--- config.mk ---
export PLATFORM = sky130hd
export DESIGN_NAME = cep_pkg_assembler
export DESIGN_NICKNAME = d
export VERILOG_FILES = /design/src/rtl/cep_pkg_assembler_pkg.sv /design/src/rtl/cep_pkg_assembler.sv
export SDC_FILE = /design/constraint.sdc
export NUM_CORES = 1
export LEC_CHECK = 0
export CAP_MARGIN = 5
export CELL_PAD_IN_SITES_DETAIL_PLACEMENT = 1
export CELL_PAD_IN_SITES_GLOBAL_PLACEMENT = 1
export CORE_MARGIN = 8
export CORE_UTILIZATION = 42
export CTS_BUF_LIST = sky130_fd_sc_hd__clkbuf_8
export CTS_CLUSTER_DIAMETER = 40
export DETAILED_ROUTE_END_ITERATION = 7
export PLACE_DENSITY_LB_ADDON = 0.08
export SYNTH_ARGS = -nofsm -noshare
export SYNTH_HDL_FRONTEND = slang
export SYNTH_SLANG_ARGS = --single-unit
--- constraint.sdc ---
create_clock -name clk -period 5.7 [get_ports clk]
set_clock_uncertainty 0.05 [all_clocks]
set_input_delay 0.57 -clock clk [delete_from_list [all_inputs] [get_ports clk]]
set_output_delay 0.57 -clock clk [all_outputs]
set_load 0.02 [all_outputs]
--- src/rtl/cep_pkg_assembler_pkg.sv ---
// Shared CEP definitions for the package assembler: word geometry, header length field, FSM states.
package cep_pkg_assembler_pkg;

    localparam int CEP_WORD_WIDTH = 64;
    localparam int CEP_MAX_WORDS  = 8;
    localparam int CEP_DATA_WIDTH = CEP_WORD_WIDTH * CEP_MAX_WORDS;

    // Header length field: number of words following word 0.
    localparam int CEP_LEN_LSB = 56;
    localparam int CEP_LEN_W   = 4;

    typedef enum logic [1:0] {
        CEP_ASM_IDLE    = 2'd0,
        CEP_ASM_COLLECT = 2'd1,
        CEP_ASM_HOLD    = 2'd2
    } cep_asm_state_t;

    function automatic logic [CEP_LEN_W-1:0] cep_length(input logic [CEP_WORD_WIDTH-1:0] hdr);
        return hdr[CEP_LEN_LSB +: CEP_LEN_W];
    endfunction

endpackage

--- src/rtl/cep_pkg_assembler.sv ---
// Assembles a header-prefixed stream of link words into one package vector
// and hands it downstream over a valid/ready handshake.
module cep_pkg_assembler
    import cep_pkg_assembler_pkg::*;
#(
    parameter int WORD_W    = CEP_WORD_WIDTH,
    parameter int MAX_WORDS = CEP_MAX_WORDS
) (
    input  logic                        clk,
    input  logic                        rst_n,
    input  logic                        in_val,
    input  logic [WORD_W-1:0]           in_data,
    output logic                        in_rdy,
    output logic                        pkg_val,
    output logic [MAX_WORDS*WORD_W-1:0] pkg_data,
    input  logic                        pkg_rdy,
    output logic                        len_err
);

    localparam int CNT_W = (MAX_WORDS > 1) ? $clog2(MAX_WORDS) : 1;

    cep_asm_state_t   state_reg;
    logic [CNT_W-1:0] idx_reg;
    logic [CNT_W-1:0] rem_reg;
    logic             pkg_val_reg;
    logic             len_err_reg;

    logic                 in_xfer;
    logic                 hdr_xfer;
    logic                 col_xfer;
    logic [CEP_LEN_W-1:0] hdr_len;
    logic                 len_too_long;
    logic [CNT_W-1:0]     len_clamp;
    logic [MAX_WORDS-1:0] word_we;

    // While holding a package, a new word may only enter as the old one leaves.
    assign in_rdy   = (state_reg != CEP_ASM_HOLD) || pkg_rdy;
    assign in_xfer  = in_val && in_rdy;
    assign hdr_xfer = in_xfer && (state_reg != CEP_ASM_COLLECT);
    assign col_xfer = in_xfer && (state_reg == CEP_ASM_COLLECT);

    assign hdr_len      = cep_length(CEP_WORD_WIDTH'(in_data));
    assign len_too_long = 32'(hdr_len) > 32'(MAX_WORDS - 1);
    assign len_clamp    = len_too_long ? CNT_W'(MAX_WORDS - 1) : CNT_W'(hdr_len);

    always_comb begin
        word_we = '0;
        if (hdr_xfer) begin
            word_we[0] = 1'b1;
        end else if (col_xfer) begin
            word_we[idx_reg] = 1'b1;
        end
    end

    // A header clears every slot so words past the length read as zero.
    generate
        for (genvar gi = 0; gi < MAX_WORDS; gi++) begin : g_slot
            logic [WORD_W-1:0] slot_reg;

            always_ff @(posedge clk or negedge rst_n) begin
                if (!rst_n) begin
                    slot_reg <= '0;
                end else if (word_we[gi]) begin
                    slot_reg <= in_data;
                end else if (hdr_xfer) begin
                    slot_reg <= '0;
                end
            end

            assign pkg_data[gi*WORD_W +: WORD_W] = slot_reg;
        end
    endgenerate

    always_ff @(posedge clk or negedge rst_n) begin
        if (!rst_n) begin
            state_reg   <= CEP_ASM_IDLE;
            idx_reg     <= '0;
            rem_reg     <= '0;
            pkg_val_reg <= 1'b0;
            len_err_reg <= 1'b0;
        end else begin
            len_err_reg <= hdr_xfer && len_too_long;
            case (state_reg)
                CEP_ASM_IDLE, CEP_ASM_HOLD: begin
                    if (hdr_xfer) begin
                        rem_reg <= len_clamp;
                        idx_reg <= CNT_W'(1);
                        if (len_clamp == '0) begin
                            state_reg   <= CEP_ASM_HOLD;
                            pkg_val_reg <= 1'b1;
                        end else begin
                            state_reg   <= CEP_ASM_COLLECT;
                            pkg_val_reg <= 1'b0;
                        end
                    end else if (state_reg == CEP_ASM_HOLD && pkg_rdy) begin
                        state_reg   <= CEP_ASM_IDLE;
                        pkg_val_reg <= 1'b0;
                        idx_reg     <= '0;
                    end
                end
                CEP_ASM_COLLECT: begin
                    if (col_xfer) begin
                        if (rem_reg == CNT_W'(1)) begin
                            state_reg   <= CEP_ASM_HOLD;
                            pkg_val_reg <= 1'b1;
                            idx_reg     <= '0;
                            rem_reg     <= '0;
                        end else begin
                            idx_reg <= idx_reg + CNT_W'(1);
                            rem_reg <= rem_reg - CNT_W'(1);
                        end
                    end
                end
                default: begin
                    state_reg   <= CEP_ASM_IDLE;
                    pkg_val_reg <= 1'b0;
                    idx_reg     <= '0;
                    rem_reg     <= '0;
                end
            endcase
        end
    end

    assign pkg_val = pkg_val_reg;
    assign len_err = len_err_reg;

endmodule

Fig. 1: floorplan with the power grid
Scale bar: 50 um. Pins as bars on the die edge. Tap cells in grey.
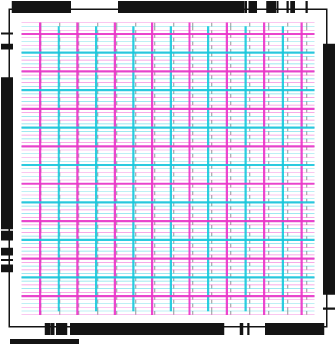
VSS -> magenta
VDD -> cyan
met4 straps = 15
rows = 78
met5 straps = 15
tap cells = 600
signal pins = 583

==> impl_metrics.json <==
{
  "run_status": "complete, no violations",
  "number_of_setup_violations_in_the_final_report": 0,
  "routed_wl_um": 76700,
  "stdcell_area_um2": 27000,
  "syn_area_per_cell_um2": 15.1,
  "nNonClkInverters": 6,
  "clk-insertion-delay-late_ns": 0.66,
  "cp-end-kind": "flip-flop",
  "die_height_um": 230,
  "grt_start_max_net_pins": 160,
  "total_clock_buffers_created_by_cts": 92,
  "cts_tree": "done",
  "post_placement_cell_count": 2307,
  "layout.non_clock_buffers": 605,
  "reg2reg_from": "state_reg[0]",
  "cp_cell_sequence": "or3b_1 -> and3_4 -> nor2_8 -> buf_4 -> mux2_4",
  "detail-route-antenna-nets": 0,
  "clkbuf_count": 107,
  "met3RoutedLength_um": 6940,
  "taps": 600,
  "layout_min_cycle_time_ns": 3.27,
  "logic_area_um2": 5370,
  "most_frequent_logic_cell_in_the_layout": "sky130_fd_sc_hd__clkdlybuf4s50_1",
  "timing_hold_violations_final": 0,
  "synthXorXnorAreaFrac_pct": 0,
  "final_cell_mix": "sky130_fd_sc_hd__clkdlybuf4s50_1, sky130_fd_sc_hd__dfrtp_1, sky130_fd_sc_hd__a22o_1",
  "critical_path.slowest_cell": "sky130_fd_sc_hd__nor2_8",
  "synth-compound-area-share_pct": 21.1,
  "register_area_um2": 13000,
  "final_core_density_pct": 59.7,
  "synth_cells": 1267,
  "met3_usage_pct": 9.39,
  "detail_route.wl_per_cell_um": 31.2,
  "p_sw_mw": 5.02,
  "crit_arrival_ns": 3.74,
  "whs_ns": 0.445
}
Fig. 2: placement by cell class
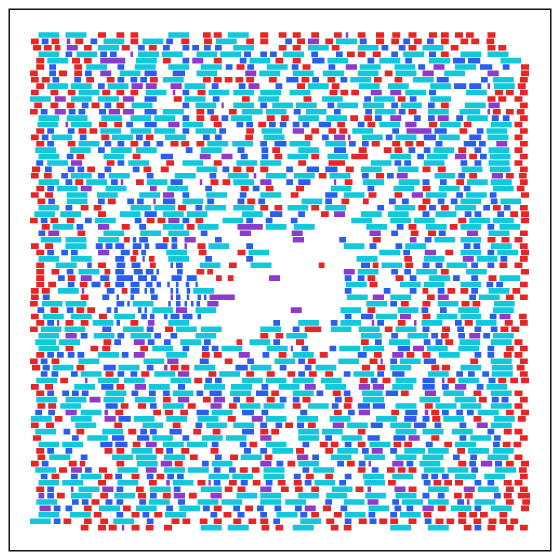
registers -> cyan  # cells 521
remaining logic cells -> blue  # cells 582
clock drivers and dummy loads -> purple  # cells 149
remaining buffers and delay cells -> red  # cells 605

